==> config.mk <==
export PLATFORM = sky130hd
export DESIGN_NAME = div_seq
export DESIGN_NICKNAME = d
export VERILOG_FILES = /design/src/rtl/div_seq.sv
export SDC_FILE = /design/constraint.sdc
export NUM_CORES = 1
export LEC_CHECK = 0
export ABC_AREA = 0
export CORE_ASPECT_RATIO = 1.25
export CORE_MARGIN = 3
export CORE_UTILIZATION = 45
export DETAILED_ROUTE_END_ITERATION = 8
export GPL_ROUTABILITY_DRIVEN = 0
export GPL_TIMING_DRIVEN = 0
export PLACE_DENSITY_LB_ADDON = 0.25
export SYNTH_ARGS = -nofsm -noshare
export SYNTH_HDL_FRONTEND = slang
export SYNTH_HIERARCHICAL = 1
export SYNTH_SLANG_ARGS = --single-unit
==> constraint.sdc <==
create_clock -name clk -period 15.9 [get_ports clk]
set_input_delay 1.59 -clock clk [delete_from_list [all_inputs] [get_ports clk]]
set_output_delay 1.59 -clock clk [all_outputs]
set_load 0.02 [all_outputs]
==> src/rtl/div_seq.sv <==
// Iterative unsigned shift-subtract divider, one quotient bit per clock.
// Trial subtract is a WIDTH+1-bit add of ~D with carry-in 1 over 4-bit CLA blocks.

module div_cla4 (
    input  logic [3:0] a,
    input  logic [3:0] b,
    input  logic       ci,
    output logic [3:0] s,
    output logic       co
);
    logic [3:0] p;
    logic [3:0] g;
    logic [3:1] c;

    assign p = a ^ b;
    assign g = a & b;

    assign c[1] = g[0] | (p[0] & ci);
    assign c[2] = g[1] | (p[1] & g[0])
                | (p[1] & p[0] & ci);
    assign c[3] = g[2] | (p[2] & g[1])
                | (p[2] & p[1] & g[0])
                | (p[2] & p[1] & p[0] & ci);
    assign co   = g[3] | (p[3] & g[2])
                | (p[3] & p[2] & g[1])
                | (p[3] & p[2] & p[1] & g[0])
                | (p[3] & p[2] & p[1] & p[0] & ci);

    assign s = p ^ {c[3:1], ci};
endmodule

module div_seq #(
    parameter int WIDTH = 32
) (
    input  logic             clk,
    input  logic             reset,
    input  logic             start,
    input  logic [WIDTH-1:0] dividend,
    input  logic [WIDTH-1:0] divisor,
    output logic             busy,
    output logic             done,
    output logic [WIDTH-1:0] quotient,
    output logic [WIDTH-1:0] remainder,
    output logic             div_by_zero
);
    localparam int CW = $clog2(WIDTH) + 1;
    localparam int NB = WIDTH / 4;

    localparam logic [1:0] IDLE = 2'd0;
    localparam logic [1:0] EXEC = 2'd1;
    localparam logic [1:0] DONE = 2'd2;

    logic [1:0]       state;
    logic [WIDTH:0]   r;
    logic [WIDTH-1:0] q;
    logic [WIDTH-1:0] d;
    logic [CW-1:0]    count;

    logic [WIDTH:0]   t;
    logic [WIDTH:0]   b;
    logic [WIDTH:0]   s;
    logic [NB:0]      c;
    logic             co;
    logic [WIDTH:0]   r_nxt;
    logic [WIDTH-1:0] q_nxt;
    logic             last;
    logic             unused_r_msb;

    assign t = {r[WIDTH-1:0], q[WIDTH-1]};
    assign b = {1'b1, ~d};
    assign c[0] = 1'b1;

    genvar gi;
    generate
        for (gi = 0; gi < NB; gi++) begin : g_cla
            div_cla4 u_cla (
                .a  (t[4*gi+3:4*gi]),
                .b  (b[4*gi+3:4*gi]),
                .ci (c[gi]),
                .s  (s[4*gi+3:4*gi]),
                .co (c[gi+1])
            );
        end
    endgenerate

    // Extra top bit beyond the last CLA block; its carry-out means T >= D.
    assign s[WIDTH] = t[WIDTH] ^ b[WIDTH] ^ c[NB];
    assign co = (t[WIDTH] & b[WIDTH])
              | ((t[WIDTH] ^ b[WIDTH]) & c[NB]);

    assign r_nxt = co ? s : t;
    assign q_nxt = {q[WIDTH-2:0], co};
    assign last  = (count == CW'(WIDTH - 1));

    // R never exceeds D after an iteration, so its MSB is not fed back.
    assign unused_r_msb = r[WIDTH];

    always_ff @(posedge clk or posedge reset) begin
        if (reset) begin
            state       <= IDLE;
            busy        <= 1'b0;
            done        <= 1'b0;
            quotient    <= '0;
            remainder   <= '0;
            div_by_zero <= 1'b0;
            count       <= '0;
            r           <= '0;
            q           <= '0;
            d           <= '0;
        end else begin
            done <= 1'b0;
            unique case (state)
                EXEC: begin
                    r     <= r_nxt;
                    q     <= q_nxt;
                    count <= count + 1'b1;
                    if (last) begin
                        state       <= DONE;
                        busy        <= 1'b0;
                        done        <= 1'b1;
                        quotient    <= q_nxt;
                        remainder   <= r_nxt[WIDTH-1:0];
                        div_by_zero <= 1'b0;
                    end
                end
                IDLE, DONE: begin
                    if (start && divisor == '0) begin
                        state       <= DONE;
                        done        <= 1'b1;
                        quotient    <= '1;
                        remainder   <= dividend;
                        div_by_zero <= 1'b1;
                    end else if (start) begin
                        state <= EXEC;
                        busy  <= 1'b1;
                        r     <= '0;
                        q     <= dividend;
                        d     <= divisor;
                        count <= '0;
                    end else begin
                        state <= IDLE;
                    end
                end
                default: begin
                    state <= IDLE;
                    busy  <= 1'b0;
                end
            endcase
        end
    end
endmodule

==> flow_summary.ini, run 1 <==
; flow metrics
[route]
ant_nets = 0
dr_wl_met2_um = 11000
routed_wl_um = 22200
wirelength_met1_um = 9680
drc_errors = 0
drtPass1Iterations = 4
drtIter0Drc = 369
dr_wl_met3_um = 864
wire_per_inst_um = 16.4
top_layer_used = met4
routed_via_density = 5.17

[critical_path]
r2r_end = remainder[21]
cpMaxStageDelayCell = nor2_1
critPathKind = reg2reg
end_kind = register
ff2ff_setup_slack_ns = 8.34
start_kind = register
cp-endpoint = remainder[21]
crit_family = AND-OR/OR-AND gates
crit_cells = 30
path_max_fanout = 10
rr_startpoint = q[31]
critPathBufInv = 1
cpPeakStageDelay_ns = 0.49
critPathLaunch = q[31]
reg2reg_depth = 30
required_ns = 16.22

[power]
p_seq_mw = 0.789
comb_power_share_pct = 55.3
clkPwrFrac_pct = 15.9
sw_frac_of_total_pct = 41.1
power.internal_mw = 1.62
p_leak_nw = 5.06
clock_power_mw = 0.437
p_per_area_nw_per_um2 = 241
net-switching-power_mw = 1.13
pwr-share-seq_pct = 28.8
powerComb_mw = 1.51

[sta]
slew_viol_final = 0
setup-tns-final_ns = 0
post-route-period-util_pct = 47.5
fin_skew_ns = 0.00827
tightest_slew_ns = 0.620
setup_viol = 0
rsz0062_at_grt = no
slew_headroom_pct = 58.5
fin_crit_ns = 7.56
final_hold_viol_count = 0

[final_layout]
insertedDiodeCount = 0
seq_cells = 171
largest_cell_class = registers
logic_area_um2 = 4250
clkCellAreaFrac_pct = 5.45
areaGrowthSynthToFinish_pct = 25.7
sh_seq_area_pct = 37.7
nFillCells = 1688
nets = 1184
stdcell_count = 1354
flop_area_um2 = 4280
n_all_buffers = 196
layout_top_cell = dfrtp_1
drive_gt1_share_pct = 8.36
bufAreaShareNonClock_pct = 14.5
comb_area_share_pct = 37.4
final_util_pct = 57.9
comb_cells = 631
n_clock_buffer = 19
n_all_inverters = 59
fin_area_um2 = 11400

[global_routing]
top_usage_layer = met2
grt_pass1_vias = 7214
grt_use_met3_pct = 3.35
overflow = 0
grt_pass1_wl_um = 36500
antenna_found_initial = 0
met1_usage_pct = 26.5
grt_max_degree = 123
grt_usage_pct = 21.0
grt_util_met2_pct = 36.5

[synthesis]
ys_ff = 171
synthXorXnorAreaFrac_pct = 2.71
syn_area_um2 = 9040
synth-async-reset-ratio_pct = 100
ys_chip_area_um2 = 9040
yosys_warnings = 6
synthTopCellsByArea = dfrtp_1 (47%), nor2_1 (6.8%), a21oi_1 (5.7%)
synth_cells = 922
ys_sh_simple_pct = 12.3
ys_cells = 922
aoi_share_pct = 14.1
synthTopCellsByCount = dfrtp_1 (171), nor2_1 (163), a21oi_1 (103), inv_1 (59), nand2_1 (42)
ys.flop_type = dfrtp_1
synth_top_cell_by_area = dfrtp_1
edf_count = 0
ys_seq_share_pct = 47.4
synth_top_area_share_pct = 47.4
yosys.cell_count.top_type = dfrtp_1
netlist_logic_family_top = AND-OR/OR-AND gates
synth.avg_cell_area_um2 = 9.80

[placed_design]
dp_hpwl_um = 17000
portBuffers = 133
placed_area_um2 = 10700
dp_cells = 1322

[clock_network]
cts_tree = built
clock_path_buffers = 2
post_cts_buffers = 0
cts.hold.buffers_added = 0
cts_max_level = 4
cts.sinks = 171
numCtsBuffers = 17
cts_root_buffer = clkbuf_16

[floorplanning]
num_tap_cells = 265
core_util_floorplan_pct = 46.1
die_x_um = 133
placeableCoreArea_um2 = 19600
core.rowCount = 57
fp.dieH_um = 164
die_area_um2 = 21800

[worst_hold_path]
holdCritPathClass = reg2reg
hold_path_depth = 2
hp-start = div_by_zero

[job]
warning_count = 28
drv_cap = 0

[status]
status = finished clean
-- run 1: per-stage QoR --
step	setup WS, ns	hold WS, ns	power (mW)
2_1_floorplan	9.21	0.479	1.87
6_report	8.34	0.483	2.74
5_1_grt	8.05	0.513	2.97
3_3_place_gp	7.31	0.465	2.25
3_5_place_dp	8.40	0.471	2.31
4_1_cts	8.34	0.485	2.76
-- run 1: worst register-to-register path, delay by kind of cell (launching register included) --
family,cells,cell delay (ns)
AND-OR/OR-AND,25,5.09
multiplexers,2,0.69
AND/OR/NAND/NOR,1,0.49
flip-flops,1,0.45
buffers and inverters,1,0.42
adder cells (fa/ha/maj),1,0.32
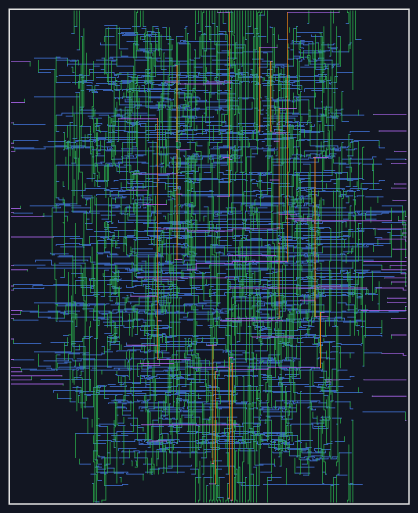
**Above:** run 1 (wiring by layer).
Scale: 3 px per um.
legend:
  blue:
    layer: metal 1
    wire_length: 9680 um
  purple:
    layer: metal 3
    wire_length: 865 um
  orange:
    layer: metal 4
    wire_length: 643 um
  green:
    layer: metal 2
    wire_length: 11000 um

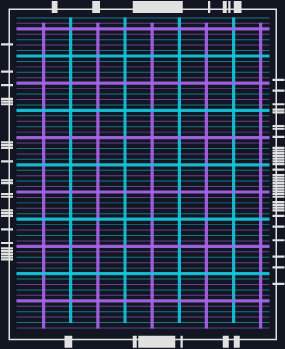
**Above:** run 1 (supply network).
Scale: 2 px per um. Pins as bars on the die edge.
legend:
  purple:
    net: VSS
  cyan:
    net: VDD
rows: 57
met5 straps: 11
met1 rails: 58
met4 straps: 9

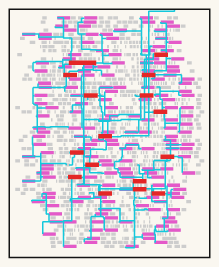
**Above:** run 1 (routed clock nets over the placement).
Scale: 1.5 px per um.
legend:
  red:
    item: clock drivers
    count: 17
  magenta:
    item: flip-flops
    count: 171
  cyan:
    item: clock wires
    length: 2160 um
routed clock nets: 18

--- run 2 (diff from run 1) ---
- clock period: 15.9 -> 6.6 ns (I/O delays scaled with it)
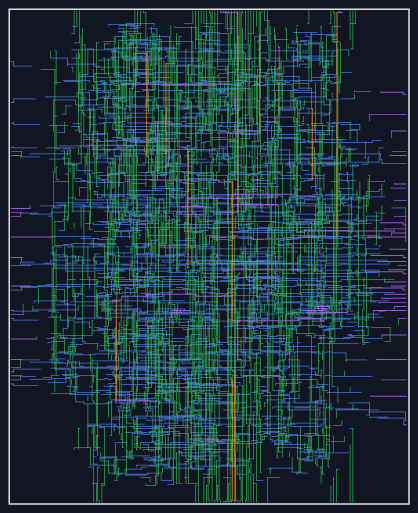
**Above:** run 2 (wiring by layer).
Scale: 3 px per um.
legend:
  blue:
    layer: metal 1
    wire_length: 10400 um
  purple:
    layer: metal 3
    wire_length: 1010 um
  orange:
    layer: metal 4
    wire_length: 555 um
  green:
    layer: metal 2
    wire_length: 12600 um

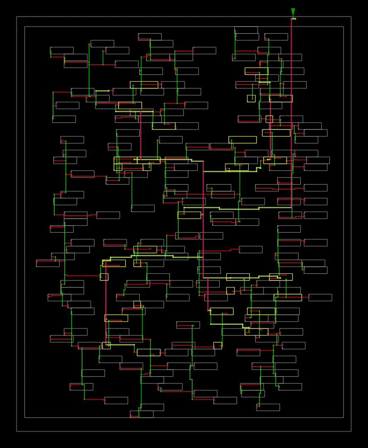
**Above:** run 2 (clock wiring as the flow saved it).
skew final: 0.00793 ns
seq_cells: 171

==> flow_summary.ini, run 2 <==
; flow metrics
[status]
status = finished, violations left
violations = setup timing

[final_layout]
n_all_buffers = 235
drive_gt1_share_pct = 18.0
bufAreaShareNonClock_pct = 16.8
flop_area_um2 = 4280
nFillCells = 1525
stdcell_count = 1395
layout_top_cell = dfrtp_1
insertedDiodeCount = 2
nets = 1223
sh_seq_area_pct = 34.5
fin_area_um2 = 12400
comb_cells = 631
logic_area_um2 = 4810
largest_cell_class = multi-input combinational cells
final_util_pct = 63.3
clkCellAreaFrac_pct = 5.31

[global_routing]
grt_util_met2_pct = 37.4
met1_usage_pct = 28.1
overflow = 0
grt_pass1_vias = 7414

[sta]
setup_viol = 30
rsz0062_at_grt = yes
final_hold_viol_count = 0
slew_headroom_pct = 53.6
slew_viol_final = 0
fin_crit_ns = 6.73
post-route-period-util_pct = 102
tightest_slew_ns = 0.696
hold_ws_ns = 0.486
setup-tns-final_ns = -1.54
fin_ws_ns = -0.128

[critical_path]
path_max_fanout = 5
rr_startpoint = q[31]
r2r_end = remainder[7]
cpMaxStageDelayCell = dfrtp_2
critPathBufInv = 3
required_ns = 6.92

[route]
wirelength_met1_um = 10400
top_layer_used = met4
drc_errors = 0
routed_via_density = 5.24
routed_wl_um = 24500
wire_per_inst_um = 17.6
dr_wl_met2_um = 12600

[synthesis]
yosys.cell_count.top_type = dfrtp_1
ys_chip_area_um2 = 9040
ys_cells = 922
synth_top_cell_by_area = dfrtp_1
synthTopCellsByCount = dfrtp_1 (171), nor2_1 (163), a21oi_1 (103), inv_1 (59), nand2_1 (42)
ys.flop_type = dfrtp_1
netlist_logic_family_top = AND-OR/OR-AND gates
synth_cells = 922
synth-async-reset-ratio_pct = 100
ys_sh_simple_pct = 12.3
edf_count = 0
aoi_share_pct = 14.1
ys_ff = 171
syn_area_um2 = 9040

[placed_design]
dp_slack_ns = -0.725
dp_cells = 1322

[job]
drv_cap = 0
warning_count = 29

[floorplanning]
die_x_um = 133
placeableCoreArea_um2 = 19600
die_area_um2 = 21800
core_util_floorplan_pct = 46.1
core.rowCount = 57

[clock_network]
cts_root_buffer = clkbuf_16
post_cts_buffers = 18
cts.sinks = 171
cts.hold.buffers_added = 0
clock_path_buffers = 2

[power]
finalPower_mw = 8.61

[worst_hold_path]
holdCritPathClass = reg2reg
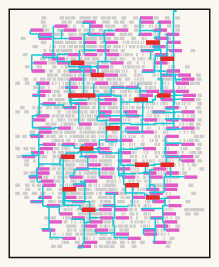
**Above:** run 2 (routed clock nets over the placement).
Scale: 1.5 px per um.
legend:
  cyan:
    item: clock wires
    length: 2140 um
  red:
    item: clock drivers
    count: 17
  magenta:
    item: flip-flops
    count: 171
flops lie: widely spread
routed clock nets: 18

-- run 2: report_power, final --
part / internal [mW] / switching (mW) / total [mW] / leakage, nW
logic: 2.89 / 2.63 / 5.52 / 3.13
clock network: 0.679 / 0.449 / 1.13 / 0.312
registers: 1.56 / 0.404 / 1.96 / 1.97
total: 5.13 / 3.48 / 8.61 / 5.41
-- run 2: how the worst max path moves through the flow --
| stage | from | to |
|---|---|---|
| floorplan | q[31] | remainder[10] |
| global placement | reset | d[24] |
| detailed placement | q[31] | remainder[18] |
| CTS | q[31] | remainder[3] |
| global route | d[0] | remainder[7] |
| finish | q[31] | remainder[7] |
-- run 2: kinds of logic after synthesis --
logic type / count (synthesis)
compound gates: 206
xor+xnor: 28
fa+ha+maj: 41
buf+inv: 121
flops: 171
mux: 96
other cells: 1
simple gates: 258
Power is estimated from default activity; no workload was simulated.
